run_1/pdn.png
Bar = 50 um. Pins as bars on the die edge.
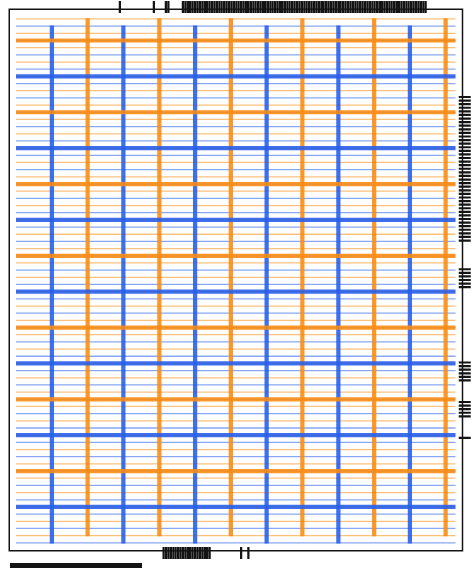
run_1/cell_classes.png
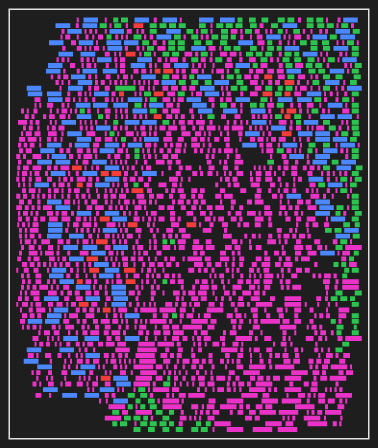
run_1/clock_map.png
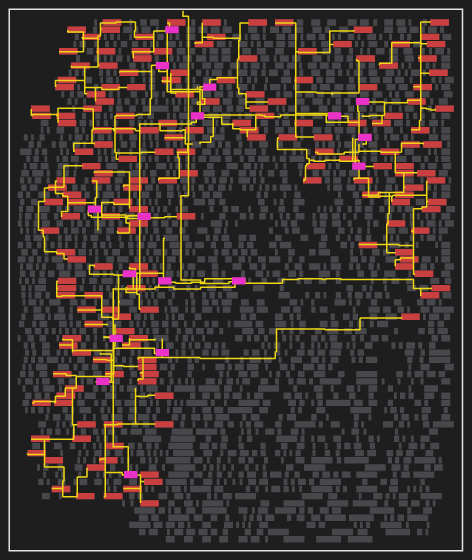
File: src/rtl/exe_to_mem_stage.sv
`default_nettype none
// ----------------------------------------------------------------------------
// exe_to_mem_stage : execute-stage ALU with iterative MUL + E->M pipeline reg
// Optional macro   : MUL_RADIX4_EN (retire 2 multiplier bits per cycle)
// Revision         : 1.0
// ----------------------------------------------------------------------------
module exe_to_mem_stage #(
  parameter int bits = 32
) (
  input  logic            clk,
  input  logic            rst,
  input  logic [bits-1:0] RD1E,
  input  logic [bits-1:0] RD2E,
  input  logic [bits-1:0] immExtE,
  input  logic [3:0]      WA3E,
  input  logic            ALUSrcE,
  input  logic [2:0]      ALUControlE,
  input  logic            RegWriteE,
  input  logic            MemWriteE,
  input  logic            validE,
  input  logic            flushE,
  output logic            stallE,
  output logic [bits-1:0] ALUResultM,
  output logic [bits-1:0] WriteDataM,
  output logic [3:0]      WA3M,
  output logic [3:0]      FlagsM,
  output logic            RegWriteM,
  output logic            MemWriteM,
  output logic            validM
);

  localparam int CW = $clog2(bits);
`ifdef MUL_RADIX4_EN
  localparam int            STEP     = 2;
  localparam logic [CW-1:0] LAST_CNT = CW'(bits/2 - 1);
`else
  localparam int            STEP     = 1;
  localparam logic [CW-1:0] LAST_CNT = CW'(bits - 1);
`endif
  localparam logic [bits-1:0] WIDTH_V = bits'(bits);

  localparam logic [2:0] OP_ADD = 3'b000;
  localparam logic [2:0] OP_SUB = 3'b001;
  localparam logic [2:0] OP_AND = 3'b010;
  localparam logic [2:0] OP_ORR = 3'b011;
  localparam logic [2:0] OP_LSL = 3'b100;
  localparam logic [2:0] OP_LSR = 3'b101;
  localparam logic [2:0] OP_MUL = 3'b110;

  typedef enum logic [1:0] {
    S_IDLE = 2'd0,
    S_BUSY = 2'd1,
    S_DONE = 2'd2
  } state_t;

  state_t          state_q;
  logic [CW-1:0]   cnt_q;
  logic [bits-1:0] mcand_q, mplier_q, acc_q;
  logic [bits-1:0] res_q, wd_q;
  logic [3:0]      wa_q, flags_q;
  logic            rw_q, mw_q, valid_q;

  logic [bits-1:0] srcb_w, result_w, pp_w;
  logic [bits:0]   sum_w;
  logic            is_sub_w, c_w, v_w;
  logic [3:0]      flags_w;
  logic            start_w, capture_w;

  always_comb begin
    srcb_w   = ALUSrcE ? immExtE : RD2E;
    is_sub_w = (ALUControlE == OP_SUB);
    sum_w    = {1'b0, RD1E} + {1'b0, (is_sub_w ? ~srcb_w : srcb_w)} + {{bits{1'b0}}, is_sub_w};
    c_w      = 1'b0;
    v_w      = 1'b0;
    result_w = '0;
    case (ALUControlE)
      OP_ADD, OP_SUB: begin
        result_w = sum_w[bits-1:0];
        c_w      = sum_w[bits];
        // effective B sign is inverted for SUB since B enters as ~B + 1
        v_w      = (RD1E[bits-1] == (srcb_w[bits-1] ^ is_sub_w)) &&
                   (sum_w[bits-1] != RD1E[bits-1]);
      end
      OP_AND:  result_w = RD1E & srcb_w;
      OP_ORR:  result_w = RD1E | srcb_w;
      OP_LSL:  result_w = (srcb_w >= WIDTH_V) ? '0 : (RD1E << srcb_w[CW-1:0]);
      OP_LSR:  result_w = (srcb_w >= WIDTH_V) ? '0 : (RD1E >> srcb_w[CW-1:0]);
      OP_MUL:  result_w = acc_q;
      default: result_w = srcb_w;
    endcase
    flags_w = {result_w[bits-1], ~|result_w, c_w, v_w};
  end

`ifdef MUL_RADIX4_EN
  always_comb begin
    case (mplier_q[1:0])
      2'd0:    pp_w = '0;
      2'd1:    pp_w = mcand_q;
      2'd2:    pp_w = mcand_q << 1;
      default: pp_w = mcand_q + (mcand_q << 1);
    endcase
  end
`else
  assign pp_w = mplier_q[0] ? mcand_q : '0;
`endif

  assign start_w   = (state_q == S_IDLE) && validE && !flushE && (ALUControlE == OP_MUL);
  assign capture_w = validE && !flushE &&
                     (((state_q == S_IDLE) && (ALUControlE != OP_MUL)) || (state_q == S_DONE));
  assign stallE    = !rst && (start_w || ((state_q == S_BUSY) && !flushE));

  always_ff @(posedge clk) begin
    if (rst) begin
      state_q  <= S_IDLE;
      cnt_q    <= '0;
      mcand_q  <= '0;
      mplier_q <= '0;
      acc_q    <= '0;
      res_q    <= '0;
      wd_q     <= '0;
      wa_q     <= '0;
      flags_q  <= '0;
      rw_q     <= 1'b0;
      mw_q     <= 1'b0;
      valid_q  <= 1'b0;
    end else begin
      case (state_q)
        S_IDLE: if (start_w) begin
          state_q  <= S_BUSY;
          mcand_q  <= RD1E;
          mplier_q <= srcb_w;
          acc_q    <= '0;
          cnt_q    <= '0;
        end
        S_BUSY: if (flushE) begin
          state_q <= S_IDLE;
        end else begin
          acc_q    <= acc_q + pp_w;
          mcand_q  <= mcand_q << STEP;
          mplier_q <= mplier_q >> STEP;
          cnt_q    <= cnt_q + CW'(1);
          if (cnt_q == LAST_CNT) state_q <= S_DONE;
        end
        default: state_q <= S_IDLE;
      endcase

      // bubbles clear only the control bits; data fields keep their last value
      if (capture_w) begin
        res_q   <= result_w;
        wd_q    <= RD2E;
        wa_q    <= WA3E;
        flags_q <= flags_w;
        rw_q    <= RegWriteE;
        mw_q    <= MemWriteE;
        valid_q <= 1'b1;
      end else begin
        rw_q    <= 1'b0;
        mw_q    <= 1'b0;
        valid_q <= 1'b0;
      end
    end
  end

  assign ALUResultM = res_q;
  assign WriteDataM = wd_q;
  assign WA3M       = wa_q;
  assign FlagsM     = flags_q;
  assign RegWriteM  = rw_q;
  assign MemWriteM  = mw_q;
  assign validM     = valid_q;

endmodule
`default_nettype wire
File: config.mk
export PLATFORM = sky130hd
export DESIGN_NAME = exe_to_mem_stage
export DESIGN_NICKNAME = d
export VERILOG_FILES = /design/src/rtl/exe_to_mem_stage.sv
export SDC_FILE = /design/constraint.sdc
export NUM_CORES = 1
export LEC_CHECK = 0
export ABC_CLOCK_PERIOD_IN_PS = 15400
export CELL_PAD_IN_SITES_DETAIL_PLACEMENT = 1
export CELL_PAD_IN_SITES_GLOBAL_PLACEMENT = 1
export CORE_ASPECT_RATIO = 1.2
export CORE_MARGIN = 2
export CORE_UTILIZATION = 47
export CTS_BUF_LIST = sky130_fd_sc_hd__clkbuf_8
export DETAILED_ROUTE_END_ITERATION = 6
export PLACE_DENSITY = 0.95
export SLEW_MARGIN = 20
export SYNTH_ARGS = -nofsm -noshare
export SYNTH_HDL_FRONTEND = slang
export SYNTH_SLANG_ARGS = --single-unit
File: constraint.sdc
create_clock -name clk -period 15.4 [get_ports clk]
set_input_delay 2.31 -clock clk [delete_from_list [all_inputs] [get_ports clk]]
set_output_delay 2.31 -clock clk [all_outputs]
set_load 0.1 [all_outputs]
==> results.toml, run 1 <==
# generated from flow reports
[logic_synthesis]
edf_count = 0
synth_nets = 2230
postSynthCellCount = 2048
area_leaders = "dfxtp_1 (22%), nand2_1 (8.9%), a21oi_1 (6.8%), mux4_2 (6.0%), ha_1 (5.6%)"
yosysWarnings = 0
synth-xor-area-share_pct = 4.66
synth-area-yosys_um2 = 15800
top_cell_area_share_pct = 22.5
ys_seq_share_pct = 22.5
yosys.area.top_type = "dfxtp_1"
synth.logic.top_family = "AND-OR/OR-AND gates"
synth-seq-cells = 177
adder_share_pct = 6.31
ff_type = "dfxtp_1"
synth_cell_types = 87
yosys.area_share.aoi_pct = 25.1
ys_sh_mux_pct = 14.7
synth-async-reset-ratio_pct = 0

[critical_path]
crit_path_cell_trace = "clkdlybuf4s50_1 > buf_4 > inv_2 > or3_1 > nor2_1 > nor2_4 > nor2_1 > clkdlybuf4s50_1"
crit_path_max_incr_delay_ns = 1.14
startpoint_type = "input pin"
worst-path-buf-inv = 4
cp.depth = 8
required_ns = 13.09
crit_fanout = 41
endpoint_kind = "output pin"

[cts]
cts_max_level = 4
cts_setup_buffers = 0
hold_buffers = 0
cts.sink_count = 177
cts_resized = 0
clock_path_buffers = 2
path_clk_slew_ns = 0.11
cts_tree = "done"

[flow_run]
cap_violations = 0
openroad.warnings = 35

[hold_path]
holdPathStages = 2
min_path_type = "reg2reg"

[routing]
wl_mm = 79.5
viasPerCell = 7.06
via_count = 18400
remaining_drc_errors = 4
dr.pass1.iters = 7

[global_routing]
antenna_found_initial = 5
gr-usage-all-layers_pct = 44.7
grt_pass1_vias = 18800

[power]
p_leak_nw = 6.91
power.total_mw = 1.43
p_seq_share_pct = 33.6
p_per_area_nw_per_um2 = 78.1
switchingPower_uw = 635

[sta]
fin_crit_sh_pct = 51.3
worstMarginPinSlew_ns = 1.41
setup_viol = 0
setup_tns_ns = 0
rsz0062_at_grt = "no"
setup_slack_ns = 7.49
maxSlewViolCount = 0
period_minus_slack_ns = 7.91

[floorplan]
chipArea_um2 = 35000
ios = 186

[outcome]
violations = "DRC"
run_status = "finished, violations left"

[finish]
lay_top_cells = "nand2_1 (371), a21oi_1 (214), clkdlybuf4s50_1 (182)"
area_growth_pct = 16.3

[placed_design]
hpwlAfterDp_mm = 55.9
Back to the opening pictures, pdn.png:
Key: blue = VSS; orange = VDD
186 signal pins sit on the boundary. 12 straps on met4. 14 straps on met5. The core has 73 rows.
Core Region: 33100 um2
DIE HEIGHT: 205 um
Worst VDD drop: 0.0422 mV
die span in x: 171 um

Back to the opening pictures, cell_classes.png:
Key: green = other buffers and delay cells [cells 234, share of their area 13%]; magenta = all other logic [cells 1710, share of their area 65%]; blue = flip-flops [cells 177, share of their area 20%]; red = clock drivers and dummy loads [cells 32, share of their area 2.3%]
fin util: 55.5%
flop share of the area: 19.3%
Rows: 73
fin area: 18300 um2

Back to the opening pictures, clock_map.png:
Key: red = flip-flops [count 177]; yellow = clock wires [length 2690 um]; magenta = cells driving clock nets [count 17]
There are 18 routed clock nets. Position of the flops: all over the die.
proportion of power drawn by the clock network: 24.3%
clk_lat worst skew: 0.52 ns
clk pwr: 348 uW
Worst Clk Skew: 0.0219 ns

==> run 1: flip-flops by register name, indices dropped and copies added, names as in the netlist, 3 cells and up <==
signal and flops:
WriteDataM 32, mcand_q 32, mplier_q 32, WA3M 4
ALUResultM 32, FlagsM 3, cnt_q 5, acc_q 32
==> run 1: per-layer routing <==
layer | vias to the layer above | track usage (%) | routed length (um)
li1 | 7748 | - | -
met1 | 9008 | 52.6 | 28700
met2 | 1209 | 67.9 | 34700
met3 | 418 | 13.2 | 8690
met4 | 4 | 34.5 | 7390
met5 | - | 0 | 21
==> run 1: power groups by stage <==
stage | Combinational, mW | Clock (mW) | Sequential, mW
after floorplan | 0.315 | 0 | 0.559
after global placement | 0.563 | 0 | 0.490
after detailed placement | 0.577 | 0 | 0.491
after CTS | 0.581 | 0.346 | 0.481
after global routing | 0.629 | 0.364 | 0.482
final | 0.605 | 0.348 | 0.481
==> run 1: cell type report <==
| class | count | area (um2) |
|---|---|---|
| Antenna cell | 3 | 7.51 |
| Clock buffer | 17 | 234 |
| Clock inverter | 15 | 166 |
| Fill cell | 4080 | 14700 |
| Inverter | 20 | 75.1 |
| Multi-Input combinational cell | 1690 | 11500 |
| Sequential cell | 177 | 3540 |
| Tap cell | 450 | 563 |
| Timing Repair Buffer | 234 | 2230 |
==> run 1: logic make-up (layout without fill, tap and decap cells) <==
| logic type | after synthesis | in the layout |
|---|---|---|
| simple gates | 777 | 777 |
| flops | 177 | 177 |
| mux | 154 | 154 |
| compound gates | 595 | 595 |
| xor+xnor | 84 | 84 |
| buf+inv | 181 | 286 |
| fa+ha+maj | 80 | 80 |
| other cells | 0 | 3 |
==> run 1: Yosys cell counts (6+ instances only) <==
cell,count
a211oi_1,27
a21o_1,34
a21oi_1,214
a22oi_1,24
a311oi_1,36
a31oi_1,15
a32oi_1,8
and2_1,45
and3_1,11
buf_1,15
buf_2,21
clkbuf_1,115
dfxtp_1,177
ha_1,70
inv_1,18
maj3_1,8
mux2_2,17
mux2i_1,78
mux4_1,13
mux4_2,42
nand2_1,373
nand2b_1,13
nand3_1,63
nand4_1,15
nor2_1,174
nor2b_1,6
nor3_1,26
nor4_1,10
o2111ai_1,6
o211ai_1,43
o21a_1,14
o21ai_0,58
o221ai_1,15
o22ai_1,24
o31ai_1,8
or3_1,13
or4_1,7
xnor2_1,65
xor2_1,19
==> run 1: worst paths after layout <==
path,end,slack (ns),from
max,stallE,7.49,ALUControlE[1]
min,WA3M[1]$_SDFFE_PP0P_,0.46,WA3M[1]$_SDFFE_PP0P_
max reg2reg,acc_q[24]$_SDFFE_PP0P_,10.97,mplier_q[0]$_SDFFE_PP0P_
min reg2reg,WA3M[1]$_SDFFE_PP0P_,0.46,WA3M[1]$_SDFFE_PP0P_
==> run 1: worst reg2reg max path, cell delays in order (launching register included) <==
cell and delay, ns:
dfxtp_1 0.67, and2_1 0.33, ha_1 0.22, fa_1 0.41, a21o_1 0.19, a21o_1 0.23, a21oi_1 0.25, o31a_1 0.32
o2111ai_1 0.26, a41oi_1 0.42, o21ai_0 0.21, o41ai_1 0.42, xnor2_1 0.21, nand2_1 0.08, a21oi_1 0.15
run_1/metal_stack.png
Bar = 50 um.
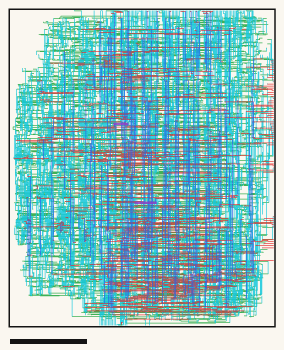

==> inputs of run 2 (changes only) <==
--- a/config.mk
+++ b/config.mk
@@ -5,15 +5,15 @@
 export SDC_FILE = /design/constraint.sdc
 export NUM_CORES = 1
 export LEC_CHECK = 0
-export ABC_CLOCK_PERIOD_IN_PS = 15400
+export ABC_CLOCK_PERIOD_IN_PS = 6500
 export CELL_PAD_IN_SITES_DETAIL_PLACEMENT = 1
 export CELL_PAD_IN_SITES_GLOBAL_PLACEMENT = 1
 export CORE_ASPECT_RATIO = 1.2
 export CORE_MARGIN = 2
-export CORE_UTILIZATION = 47
+export CORE_UTILIZATION = 39
 export CTS_BUF_LIST = sky130_fd_sc_hd__clkbuf_8
 export DETAILED_ROUTE_END_ITERATION = 6
-export PLACE_DENSITY = 0.95
+export PLACE_DENSITY = 0.89
 export SLEW_MARGIN = 20
 export SYNTH_ARGS = -nofsm -noshare
 export SYNTH_HDL_FRONTEND = slang
==> constraint.sdc (replaced) <==
create_clock -name clk -period 6.5 [get_ports clk]
set_input_delay 0.975 -clock clk [delete_from_list [all_inputs] [get_ports clk]]
set_output_delay 0.975 -clock clk [all_outputs]
set_load 0.1 [all_outputs]
run_2/metal_stack.png
Bar = 50 um.
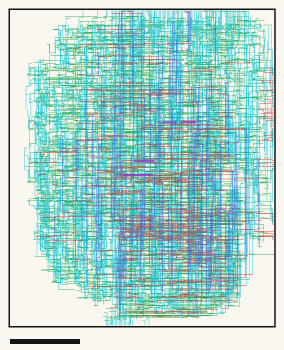
Key: cyan = met2 [wire length 35.5 mm]; blue = met4 [wire length 6560 um]; purple = met5 [wire length 48.8 um]; green = met1 [wire length 29.7 mm]; red = met3 [wire length 7320 um]
Overall Global Routing Usage: 36.6%
via count: 18100
wire per inst: 29.2 um

==> run 2 against run 1 <==
Against the previous run:
- the flow now finishes without violations
- register-to-register slack got worse by 8.9 ns
- clock skew increased by 0.0032 ns
- global-route usage fell by 8.0 points
- die size up 20%
- cell count rose by 4.1%
- clock power grew 130%
- critical endpoint is now FlagsM[2]$_SDFFE_PP0P_
==> results.toml, run 2 <==
# generated from flow reports
[sta]
worstMarginPinSlew_ns = 1.14
setup_viol = 0
period_minus_slack_ns = 5.33
fin_crit_sh_pct = 82.0
skew_ns = 0.0251
setup_tns_ns = 0
maxSlewViolCount = 0

[critical_path]
path_delay_family = "AND-OR/OR-AND gates"
crit_path_max_incr_delay_ns = 0.60
crit_fanout = 17
worst-path-buf-inv = 3
endpoint_kind = "flip-flop"
cp.depth = 18
arrival_ns = 5.77
crit_path_cell_trace = "clkdlybuf4s50_1 > inv_2 > nand2_1 > nor2_4 > buf_4 > xnor2_1 > ha_1 > a21oi_1 > o211ai_1 > a211oi_1 > o21ai_0 > xnor2_1 > nor2_1 > o31ai_1 > nor4b_1 > and4_1 > nand4_1 > o41ai_2"
startpoint_type = "input pin"
required_ns = 6.94
r2r_cells = 13

[logic_synthesis]
yosys.area.top_type = "dfxtp_1"
yosysWarnings = 0
synth-seq-cells = 177
area_leaders = "dfxtp_1 (22%), nand2_1 (8.9%), a21oi_1 (6.8%), mux4_2 (6.0%), ha_1 (5.6%)"
synth_nets = 2230
ff_type = "dfxtp_1"
synthTopCellsByCount = "nand2_1 (373), a21oi_1 (214), dfxtp_1 (177)"
synth_cell_types = 87
edf_count = 0
post-synth-top-count-cell = "nand2_1"
top_cell_area_share_pct = 22.5
synth-area-yosys_um2 = 15800
ys_seq_share_pct = 22.5
synth-async-reset-ratio_pct = 0

[power]
ir_worst_vdd_mv = 0.166
power.total_mw = 3.38
p_leak_nw = 7.02
p_per_area_nw_per_um2 = 182

[cts]
path_clk_slew_ns = 0.11
cts_tree = "done"
cts.sink_count = 177
hold_buffers = 0
cts_resized = 0
clock_path_buffers = 2
cts_setup_buffers = 0

[floorplan]
row_count = 80
chipArea_um2 = 42100

[flow_run]
cap_violations = 0
openroad.warnings = 32

[hold_path]
min_path_type = "reg2reg"
holdPathStages = 2

[finish]
lay_top_cells = "nand2_1 (371), a21oi_1 (214), clkdlybuf4s50_1 (181)"
finalInstanceArea_um2 = 18600
final_core_util_pct = 46.7
area_growth_pct = 18.0

[routing]
viasPerCell = 6.66
dr.pass1.iters = 6
wl_mm = 79.1

[outcome]
run_status = "completed"

[global_routing]
grt_pass1_vias = 18300
run_2/pdn.png
Bar = 50 um. Pins as bars on the die edge.
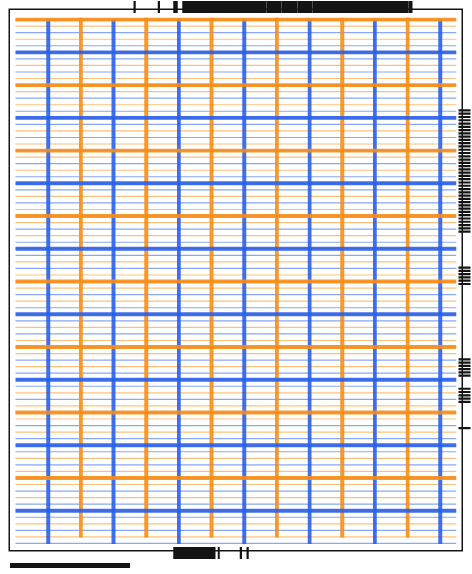
Key: blue = VSS; orange = VDD
16 straps on met5. 81 met1 rails follow the rows. 186 signal pins sit on the boundary.
Core Region: 39800 um2
die span in x: 188 um

run 2: cell counts after synthesis:
No cell type changed its count.
run 2: power breakdown:
part / total, mW / switching (mW) / internal, mW / leakage [nW]
clock: 0.815 / 0.524 / 0.291 / 0.203
sequential: 1.14 / 0.0215 / 1.12 / 1.44
combinational: 1.43 / 0.935 / 0.494 / 5.38
run 2: worst paths after layout:
| check | to | slack (ns) | start |
|---|---|---|---|
| min reg2reg | WA3M[3]$_SDFFE_PP0P_ | 0.46 | WA3M[3]$_SDFFE_PP0P_ |
| max reg2reg | acc_q[31]$_SDFFE_PP0P_ | 2.11 | mplier_q[0]$_SDFFE_PP0P_ |
| min | WA3M[3]$_SDFFE_PP0P_ | 0.46 | WA3M[3]$_SDFFE_PP0P_ |
| max | FlagsM[2]$_SDFFE_PP0P_ | 1.17 | ALUControlE[1] |
run 2: worst min-delay path, cell delays in order, from the launching register on:
cell and delay (ns):
dfxtp_1 0.33, nand2_1 0.05, a21oi_1 0.05
run 2: cells by family after synthesis:
kind of cell             after synthesis  synth area share, %
AND-OR/OR-AND                        595                 25.1
XOR/XNOR                              84                 4.66
adder cells (fa/ha/maj)               80                 6.31
buffers and inverters                181                 5.02
flip-flops                           177                 22.5
multiplexers                         154                 14.7
AND/OR/NAND/NOR                      777                 21.8
run 2: final cells by class:
type / instances / area [um2] / area share [%]
clock inverters: 15 / 170 / 0.914
well taps: 533 / 667 / 3.58
inverters: 20 / 75.1 / 0.403
clock buffers: 17 / 234 / 1.26
multi-input cells: 1690 / 11500 / 61.9
repair buffers: 257 / 2390 / 12.9
flip-flops and latches: 177 / 3540 / 19.0
diodes: 3 / 7.51 / 0.0403
run 2: routing by layer:
metal	global-route usage (%)	wire (um)	vias to the layer above
met5	0	48	-
met4	26.7	6560	8
met3	9.21	7320	352
met2	58.1	35500	1046
met1	43.1	29700	8846
li1	-	-	7811
Power is estimated from default activity; no workload was simulated.
